File: config.mk
export PLATFORM = sky130hd
export DESIGN_NAME = jk_cmd_sequencer
export DESIGN_NICKNAME = d
export VERILOG_FILES = /design/src/rtl/jk_cmd_sequencer.sv
export SDC_FILE = /design/constraint.sdc
export NUM_CORES = 1
export LEC_CHECK = 0
export ABC_AREA = 1
export CORE_ASPECT_RATIO = 0.75
export CORE_MARGIN = 4
export CORE_UTILIZATION = 58
export DETAILED_ROUTE_END_ITERATION = 16
export GPL_ROUTABILITY_DRIVEN = 0
export PLACE_DENSITY = 0.82
export SLEW_MARGIN = 20
export SYNTH_ARGS = -nofsm -noshare
export SYNTH_HDL_FRONTEND = slang
export SYNTH_SLANG_ARGS = --single-unit
File: constraint.sdc
create_clock -name clk -period 4.7 [get_ports clk]
set_clock_uncertainty 0.05 [all_clocks]
set_input_delay 0.94 -clock clk [delete_from_list [all_inputs] [get_ports clk]]
set_output_delay 0.94 -clock clk [all_outputs]
set_load 0.05 [all_outputs]
File: src/rtl/jk_cmd_sequencer.sv
// jk_cmd_sequencer: buffers {j,k} hold/reset/set/toggle commands in a FIFO and replays each for len+1 cycles.
// Define JKSEQ_CHECK_EN to build the q_fb reference model and sticky mismatch flag.
module jk_cmd_sequencer #(
    parameter int DEPTH = 4,
    parameter int LEN_W = 4
) (
    input  logic                     clk,
    input  logic                     rst_n,
    input  logic                     cmd_valid,
    output logic                     cmd_ready,
    input  logic [1:0]               cmd_op,
    input  logic [LEN_W-1:0]         cmd_len,
    output logic                     j,
    output logic                     k,
    output logic                     busy,
    output logic [$clog2(DEPTH):0]   fifo_level,
    input  logic                     q_fb,
    input  logic                     clr_err,
    output logic                     mismatch
);
    localparam int AW = $clog2(DEPTH);
    typedef enum logic {IDLE, DRIVE} state_t;
    state_t state, state_nx;
    logic [LEN_W+1:0] mem [DEPTH];
    logic [LEN_W+1:0] head;
    logic [AW-1:0] wr_ptr, rd_ptr;
    logic [LEN_W-1:0] remain, remain_nx;
    logic j_nx, k_nx, busy_nx, push, pop;
    assign cmd_ready = fifo_level != (AW+1)'(DEPTH);
    assign push = cmd_valid && cmd_ready;
    // Pop on the last drive cycle too, so consecutive commands have no bubble.
    assign pop = (fifo_level != '0) && (state == IDLE || remain == '0);
    assign head = mem[rd_ptr];
    always_ff @(posedge clk) begin
        if (push) mem[wr_ptr] <= {cmd_op, cmd_len};
    end
    always_comb begin
        state_nx = state;
        remain_nx = remain;
        j_nx = j;
        k_nx = k;
        busy_nx = busy;
        if (pop) begin
            state_nx = DRIVE;
            {j_nx, k_nx} = head[LEN_W+:2];
            remain_nx = head[LEN_W-1:0];
            busy_nx = 1'b1;
        end else if (state == DRIVE) begin
            if (remain != '0) begin
                remain_nx = remain - LEN_W'(1);
            end else begin
                state_nx = IDLE;
                j_nx = 1'b0;
                k_nx = 1'b0;
                busy_nx = 1'b0;
            end
        end
    end
    always_ff @(posedge clk or negedge rst_n) begin
        if (!rst_n) begin
            state <= IDLE;
            remain <= '0;
            j <= 1'b0;
            k <= 1'b0;
            busy <= 1'b0;
            wr_ptr <= '0;
            rd_ptr <= '0;
            fifo_level <= '0;
        end else begin
            state <= state_nx;
            remain <= remain_nx;
            j <= j_nx;
            k <= k_nx;
            busy <= busy_nx;
            wr_ptr <= wr_ptr + AW'(push);
            rd_ptr <= rd_ptr + AW'(pop);
            fifo_level <= fifo_level + (AW+1)'(push) - (AW+1)'(pop);
        end
    end
`ifdef JKSEQ_CHECK_EN
    logic exp_q, armed, chk_pend, mis_r;
    // The flop powers up unknown, so checking starts only after a set or reset edge.
    always_ff @(posedge clk or negedge rst_n) begin
        if (!rst_n) begin
            exp_q <= 1'b0;
            armed <= 1'b0;
            chk_pend <= 1'b0;
            mis_r <= 1'b0;
        end else begin
            if (busy) begin
                exp_q <= (j && k) ? !exp_q : j ? 1'b1 : k ? 1'b0 : exp_q;
                armed <= armed || (j ^ k);
            end
            chk_pend <= busy && (armed || (j ^ k));
            mis_r <= (mis_r && !clr_err) || (chk_pend && q_fb != exp_q);
        end
    end
    assign mismatch = mis_r;
`else
    logic unused_chk;
    assign unused_chk = q_fb ^ clr_err;
    assign mismatch = 1'b0;
`endif
endmodule

**Run 1: port wiring**

Scale bar: 20 um.
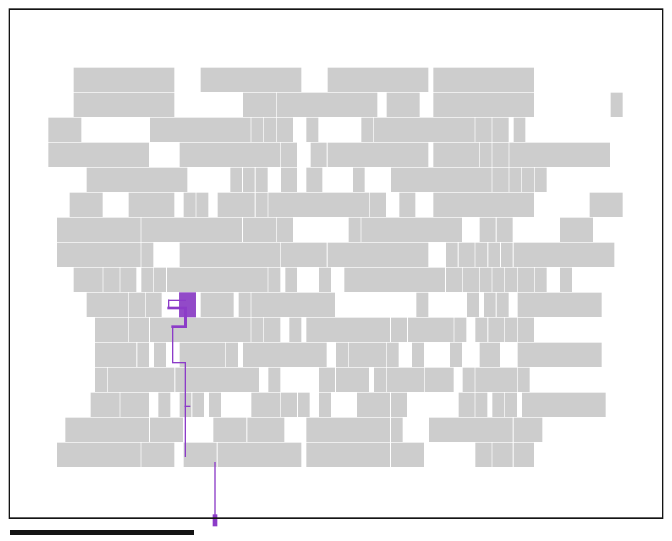
Key: purple = cmd_ready [bits 1, direction output, edge south, end cells 1, wire 29.5 um]
Ports: 19
I/O Buffers: 15

**Run 1: PDN straps and rails**

Scale bar: 20 um. Pins as bars on the die edge. Tap cells in grey.
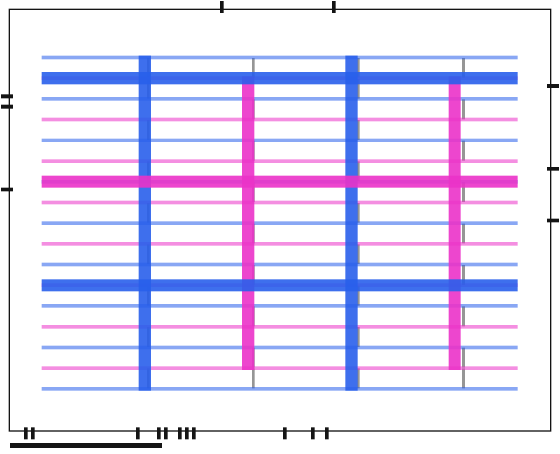
Key: blue = VSS; magenta = VDD
19 signal pins sit on the boundary. 17 met1 rails follow the rows. 3 straps on met5. 36 tap cells. 4 straps on met4.

**Run 1: cells coloured by class**

Fill, decap, tap and diode cells in grey.
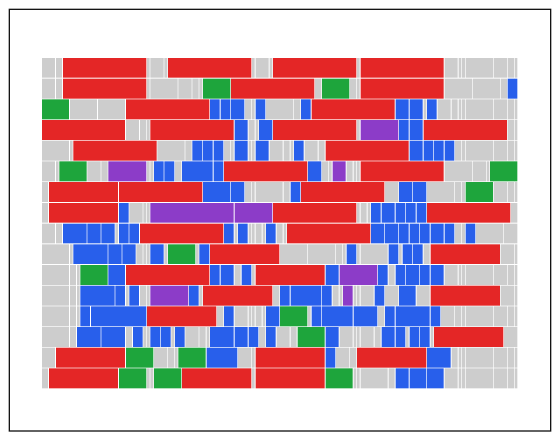
Key: blue = remaining logic cells [cells 114]; purple = clock drivers and dummy loads [cells 8]; green = remaining buffers and delay cells [cells 15]; red = registers [cells 39]
flop share of the area: 0.552
Design Area, Final: 1980 sq um
Final Util: 0.729

==> impl_metrics.toml, run 1 <==
# synthesis and place-and-route metrics
[status]
status = "completed"

[drt]
wl_met2_mm = 1.52
wl_met3_um = 180

[finish]
syn_to_final_growth_pct = 15.2
signal_buffers = 15
stdcell_count = 212
antenna_cells = 0
nonClockInverterCount = 21
final_cell_mix = "edfxtp_1 (24), nand2_1 (22), nor2_1 (20)"
layout_top_cell = "edfxtp_1"
clock_buffers = 5
reg_top3 = "mem: 24 flops, remain: 4 flops, fifo_level: 3 flops"
drive_gt1_frac = 0.102
seq_cells = 39

[synth]
ff_type = "edfxtp_1"
synth_cell_types = 24
yosys_warnings = 0
yosysCellCount = 157
common_cells = "edfxtp_1 (24), nand2_1 (22), nor2_1 (20), inv_1 (19), dfrtp_1 (15)"
syn_area_sq_um = 1720
synth.area.top_cells = "edfxtp_1 (42%), dfrtp_1 (22%), nand2_1 (4.8%)"
synth.avg_cell_area_sq_um = 11.0

[clock_tree]
clock_sinks = 39
cts_tree = "yes"

[worst_setup_path]
r2r-end = "fifo_level[2]"
crit_family = "buffers and inverters"
slowest_delay_ps = 810
critical_path.startpoint_type = "register"
crit_slowest_cell = "clkdlybuf4s50_1"
r2r_slack_ps = 2570
arrival_ps = 1720
worstSetupPathType = "register to output port"

[placement]
dpl-instance-area_sq_um = 1880

[final_timing]
setup_viol = 0
slew-limit-headroom = 0.251
finalSetupTns_ps = 0

[die]
dieArea_sq_um = 3920
die_width_um = 70.9
nWellTaps = 36

[global_routing]
first_global_vias = 1150
grt.total_usage = 0.184
grt_start_max_net_pins = 16

[hold_path]
min_from = "busy"
min_path_type = "register to register"

[job]
warning_count = 28
--- run 2 (diff from run 1) ---
--- a/config.mk
+++ b/config.mk
@@ -8,10 +8,10 @@
 export ABC_AREA = 1
 export CORE_ASPECT_RATIO = 0.75
 export CORE_MARGIN = 4
-export CORE_UTILIZATION = 58
+export CORE_UTILIZATION = 49
 export DETAILED_ROUTE_END_ITERATION = 16
 export GPL_ROUTABILITY_DRIVEN = 0
-export PLACE_DENSITY = 0.82
+export PLACE_DENSITY = 0.74
 export SLEW_MARGIN = 20
 export SYNTH_ARGS = -nofsm -noshare
 export SYNTH_HDL_FRONTEND = slang
==> constraint.sdc (replaced) <==
create_clock -name clk -period 2.4 [get_ports clk]
set_clock_uncertainty 0.05 [all_clocks]
set_input_delay 0.48 -clock clk [delete_from_list [all_inputs] [get_ports clk]]
set_output_delay 0.48 -clock clk [all_outputs]
set_load 0.05 [all_outputs]
**Run 2: cells coloured by class**

Fill, decap, tap and diode cells in grey.
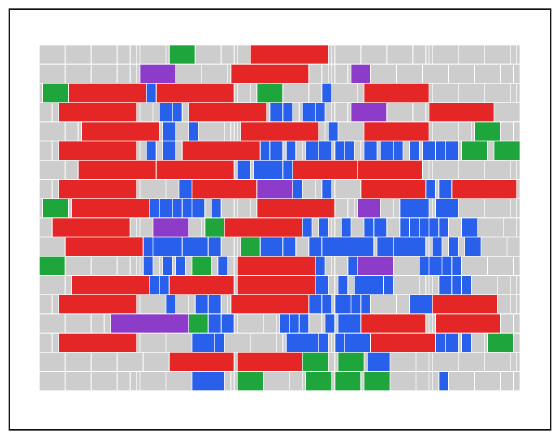
Key: purple = clock drivers and dummy loads [cells 8]; blue = remaining logic cells [cells 114]; green = remaining buffers and delay cells [cells 19]; red = registers [cells 39]

==> run 2 against run 1 <==
- core utilization decreased by 12 points
- synthesized cell count unchanged
- highest routed layer unchanged
- design area increased by 2.4%
- sequential share of layout area decreased by 1.3 points
- routed wire length decreased by 8.1%
- cell count increased by 3.8%
- via count decreased by 5.4%
- critical path depth unchanged
==> impl_metrics.toml, run 2 <==
# synthesis and place-and-route metrics
[finish]
fin_area_sq_um = 2030
antenna_cells = 0
drive_gt1_frac = 0.133
stdcell_count = 220
clock_buffers = 5
sh_seq_area = 0.539
final_util = 0.610
reg_top3 = "mem: 24 flops, remain: 4 flops, fifo_level: 3 flops"

[synth]
yosysCellCount = 157
common_cells = "edfxtp_1 (24), nand2_1 (22), nor2_1 (20), inv_1 (19), dfrtp_1 (15)"
yosys_warnings = 0

[hold_path]
min_path_type = "register to register"
min_from = "busy"

[worst_setup_path]
crit_family = "buffers and inverters"
slowest_delay_ps = 800
critical_path.startpoint_type = "register"
r2r-end = "fifo_level[2]"
crit_slowest_cell = "clkdlybuf4s50_1"

[final_timing]
finalSetupTns_ps = 0

[status]
status = "completed"

[clock_tree]
clock_sinks = 39

[die]
ios = 19
